<file path="src/rtl/muldiv_pkg.sv">
// Shared types for the multi-cycle multiply/divide unit.
package muldiv_pkg;

  typedef enum logic [1:0] {
    OP_MUL   = 2'b00,
    OP_MULHU = 2'b01,
    OP_DIVU  = 2'b10,
    OP_REMU  = 2'b11
  } muldiv_op_t;

  typedef enum logic [1:0] {
    ST_IDLE,
    ST_RUN,
    ST_DONE
  } muldiv_state_t;

endpackage

</file>
<file path="src/rtl/muldiv_unit.sv">
// Multi-cycle unsigned MUL/MULHU/DIVU/REMU with fixed WIDTH-iteration latency.
// Shift-add multiplier and restoring divider share one 2*WIDTH working register.
module muldiv_unit
  import muldiv_pkg::*;
#(
  parameter int unsigned WIDTH = 16
) (
  input  logic             clk,
  input  logic             rst,
  input  logic             start,
  input  logic [1:0]       op,
  input  logic [WIDTH-1:0] ain,
  input  logic [WIDTH-1:0] bin,
  output logic             busy,
  output logic             done,
  output logic [WIDTH-1:0] dout
);

  localparam int unsigned CW = $clog2(WIDTH);

  muldiv_state_t      state;
  muldiv_op_t         op_q;
  logic [CW-1:0]      cnt;
  logic [WIDTH-1:0]   opnd_q;
  logic [2*WIDTH-1:0] work;

  logic [WIDTH-1:0]   hi;
  logic [WIDTH-1:0]   lo;
  logic [WIDTH:0]     mul_sum;
  logic [WIDTH:0]     trial;
  logic [WIDTH:0]     rem_full;
  logic               ge;
  logic [2*WIDTH-1:0] mul_next;
  logic [2*WIDTH-1:0] div_next;
  logic [2*WIDTH-1:0] work_next;
  logic [WIDTH-1:0]   result;
  logic               unused_rem_msb;

  // Multiply: work = {accumulator, remaining multiplier bits}, shifted right.
  // Divide:   work = {partial remainder, dividend/quotient bits}, shifted left.
  always_comb begin
    hi        = work[2*WIDTH-1:WIDTH];
    lo        = work[WIDTH-1:0];
    mul_sum   = {1'b0, hi} + (lo[0] ? {1'b0, opnd_q} : '0);
    mul_next  = {mul_sum, lo[WIDTH-1:1]};
    trial     = {hi, lo[WIDTH-1]};
    ge        = (trial >= {1'b0, opnd_q});
    rem_full  = trial - (ge ? {1'b0, opnd_q} : '0);
    div_next  = {rem_full[WIDTH-1:0], lo[WIDTH-2:0], ge};
    work_next = op_q[1] ? div_next : mul_next;
    result    = op_q[0] ? work_next[2*WIDTH-1:WIDTH] : work_next[WIDTH-1:0];
  end

  // The remainder never exceeds WIDTH bits after the conditional subtract.
  assign unused_rem_msb = rem_full[WIDTH];

  always_ff @(posedge clk) begin
    if (rst) begin
      state  <= ST_IDLE;
      op_q   <= OP_MUL;
      cnt    <= '0;
      opnd_q <= '0;
      work   <= '0;
      busy   <= 1'b0;
      done   <= 1'b0;
      dout   <= '0;
    end else begin
      case (state)
        ST_IDLE, ST_DONE: begin
          done <= 1'b0;
          if (start) begin
            op_q   <= muldiv_op_t'(op);
            work   <= {{WIDTH{1'b0}}, (op[1] ? ain : bin)};
            opnd_q <= op[1] ? bin : ain;
            cnt    <= CW'(WIDTH - 1);
            busy   <= 1'b1;
            state  <= ST_RUN;
          end else begin
            state <= ST_IDLE;
          end
        end
        ST_RUN: begin
          work <= work_next;
          if (cnt == '0) begin
            dout  <= result;
            busy  <= 1'b0;
            done  <= 1'b1;
            state <= ST_DONE;
          end else begin
            cnt <= cnt - 1'b1;
          end
        end
        default: begin
          busy  <= 1'b0;
          done  <= 1'b0;
          state <= ST_IDLE;
        end
      endcase
    end
  end

endmodule

</file>
<file path="config.mk">
export PLATFORM = sky130hd
export DESIGN_NAME = muldiv_unit
export DESIGN_NICKNAME = d
export VERILOG_FILES = /design/src/rtl/muldiv_pkg.sv /design/src/rtl/muldiv_unit.sv
export SDC_FILE = /design/constraint.sdc
export NUM_CORES = 1
export LEC_CHECK = 0
export ABC_AREA = 0
export CAP_MARGIN = 25
export CORE_ASPECT_RATIO = 0.5
export CORE_MARGIN = 1.5
export CORE_UTILIZATION = 30
export DETAILED_ROUTE_END_ITERATION = 16
export GPL_ROUTABILITY_DRIVEN = 1
export SETUP_SLACK_MARGIN = 0.02
export SYNTH_ARGS = -nofsm -noshare
export SYNTH_HDL_FRONTEND = slang
export SYNTH_SLANG_ARGS = --single-unit
</file>
<file path="constraint.sdc">
create_clock -name clk -period 4.4 [get_ports clk]
set_clock_uncertainty 0.05 [all_clocks]
set_input_delay 1.1 -clock clk [delete_from_list [all_inputs] [get_ports clk]]
set_output_delay 1.1 -clock clk [all_outputs]
set_load 0.01 [all_outputs]
</file>
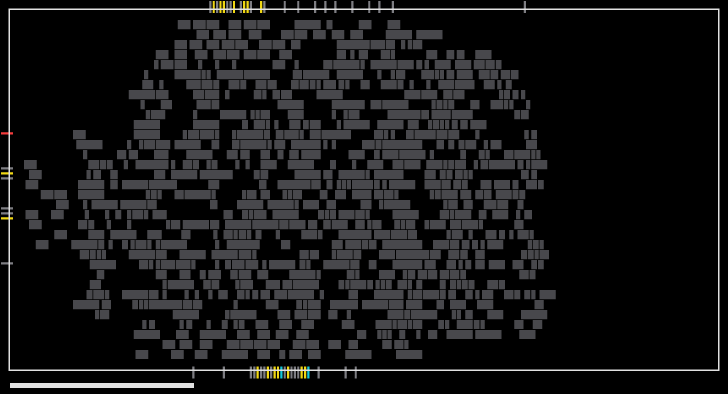
**Above:** pin map.
Scale bar: 50 um. Pins as bars across the die edge, other pins in gray.
[op] cyan | pins: 2 | direction: input | edge: bottom
[ain] yellow | pins: 16 | direction: input | edge: 7 bottom, 7 top, 2 left
[busy] red | pins: 1 | direction: output | edge: left
PortBufs: 54
Die Span X: 193 um

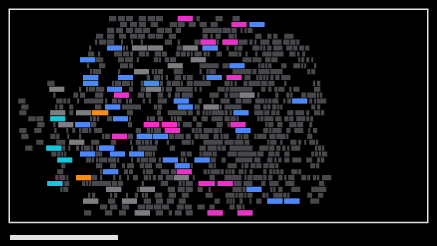
**Above:** sequential cells grouped by signal name.
Scale bar: 50 um.
[cnt] cyan | placed flops: 4
[op_q] orange | placed flops: 2
[work] blue | placed flops: 32
[opnd_q] magenta | placed flops: 16
not colored: 20
flop share of the area: 22.0%
final core occ: 38.6%
Sequential Power: 753 uW

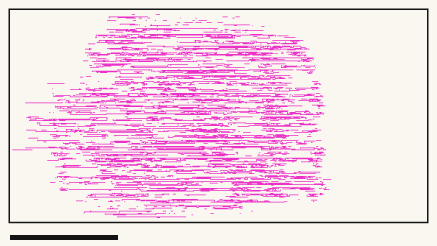
**Above:** signal wires on met1.
Scale bar: 50 um.
nets with wire on the layer: 783
share of all routed wire: 49%
wire length on this layer: 8710 um
main direction: horizontal
longest straight run: 47.4 um
drt total wl: 17.8 mm
detailed-route via count: 5252
grt met1 use: 29.0%

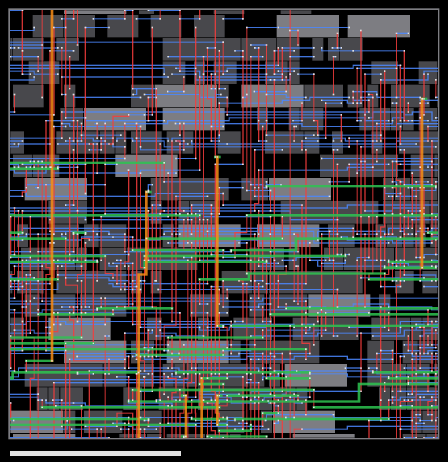
**Above:** zoomed window.
Scale bar: 20 um. Region (71, 43) to (121, 93) um. Cells in gray, sequential cells in the stronger gray; small squares are vias.
[met3] green
[met2] red
[met1] blue
[met4] orange
cells with their middle in the window: 170
most frequent: nand2_1 (24), dfxtp_1 (18), ha_1 (15)
netlist names of flops here include: work (7), opnd_q (6), dout (5)
sequential cells in the window: 18

==> metrics.csv <==
metric;value;unit
outcome;complete, no violations;
gr-total-overflow;0;
crit_start;opnd_q[7];
postSynthCellCount;668;
slowest_stage;a2111oi_2;
slew_viol_final;0;
async_reset_ff_share;0;%
syn2layout_area_growth;25.3;%
hold_viol_final;0;
gp_congestion;0.923;
finalCriticalPeriod;4.24;ns
fmax;236;MHz
crit_chain;inv_1 > ha_1 > nand4_1 > a311oi_2 > o311ai_2 > nand2_1 > and2_1 > ha_1 > inv_1 > fa_2 > a211oi_2 > o21ai_2 > a2111oi_2 > o41ai_2 > xor2_1 > nand2_1 > o31a_1 > o41ai_1;
crit_path_start_kind;flip-flop;
pre_cts_ws;-0.155;ns
ir_drop;0.000167;V
required;4.58;ns
dr.pass1.iters;5;
avgSynthCellArea;8.07;sq um
cts_made_buffers;9;
power_density;330;mW/mm^2
hold_end;dout[0];
cts_tree;done;
ys_types;58;
grt_max_degree;39;
warnings;27;
ys_seq_share;27.5;%
relSlewSlack;36.3;%
ant_nets;0;
root_buffer;clkbuf_16;
crit_path_end_kind;flip-flop;
critPathArrivalTime;4.42;ns
rr_startpoint;opnd_q[7];
detail_route.wl_per_cell;18.3;um
kinds of logic (layout without fill, tap and decap cells):
| kind of cell | Yosys count | after routing | synth area share, % |
|---|---|---|---|
| adder cells (fa/ha/maj) | 51 | 51 | 12.1 |
| AND-OR/OR-AND | 182 | 182 | 23.2 |
| multiplexers | 52 | 52 | 10.6 |
| AND/OR/NAND/NOR | 219 | 219 | 18.0 |
| XOR/XNOR | 23 | 23 | 3.99 |
| flip-flops | 74 | 74 | 27.5 |
| buffers and inverters | 67 | 136 | 4.66 |
sequential cells by signal, indices dropped and copies added (netlist names):
register / count
work: 32
dout: 16
opnd_q: 16
cnt: 4
op_q: 2
state: 2
busy: 1
done: 1
worst max-delay path by stage:
stage	endpoint	depth (start not counted)	slack (ns)
2_1_floorplan	work[31]	18	0.25
4_1_cts	dout[14]	19	0.03
6_report	dout[14]	18	0.16
3_3_place_gp	dout[14]	19	0.07
3_5_place_dp	dout[14]	19	-0.15
5_1_grt	dout[14]	19	-0.05
placed cells by master (no fill, tap or decap), drive strengths merged, types with 12 or more instances in the layout:
master,instances
a21oi,40
buf,40
o21ai,36
mux2,12
nor2,88
xnor2,14
a211oi,33
inv,31
and2,21
a221oi,13
nor3,14
ha,49
dfxtp,74
nand2,62
mux2i,37
clkdlybuf4s50,52
report_power, final:
group | internal (mW) | switching [mW]
logic | 0.309 | 0.397
registers | 0.713 | 0.0392
clock network | 0.487 | 0.285
metrics by stage:
stage | hold slack (ns) | instances
after floorplan | 0.407 | 668
after global placement | 0.405 | 957
after detailed placement | 0.410 | 957
after CTS | 0.418 | 970
after global routing | 0.427 | 971
final | 0.417 | 971
repair_timing:
item                                    CTS  global route
pin swaps                                 0            10
resized                                   3            20
buffers inserted                          0             1
endpoints found under the setup margin    5             9
worst min-delay path, cell delays in order (launching register included):
cell	delay [ns]
dfxtp_1	0.31
nand2_1	0.05
a21oi_1	0.05
layer usage:
layer	routed length [um]	up-vias	global-route usage (%)	part of all wire (%)
met4	185	0	3.52	1.0
met2	7470	185	27.7	42
met1	8710	2490	29.0	49
li1	-	2557	-	-
met5	0	-	0	0
met3	1430	20	3.56	8.0
layout make-up:
cell class	instances	area, sq um
sequential	74	1480
clock inverter	3	67.6
tap	234	293
clock buffer	10	229
timing repair buffer	92	816
fill	1752	10700
inverter	31	116
multi-input combinational	527	3750
Power and IR drop assume default switching activity.
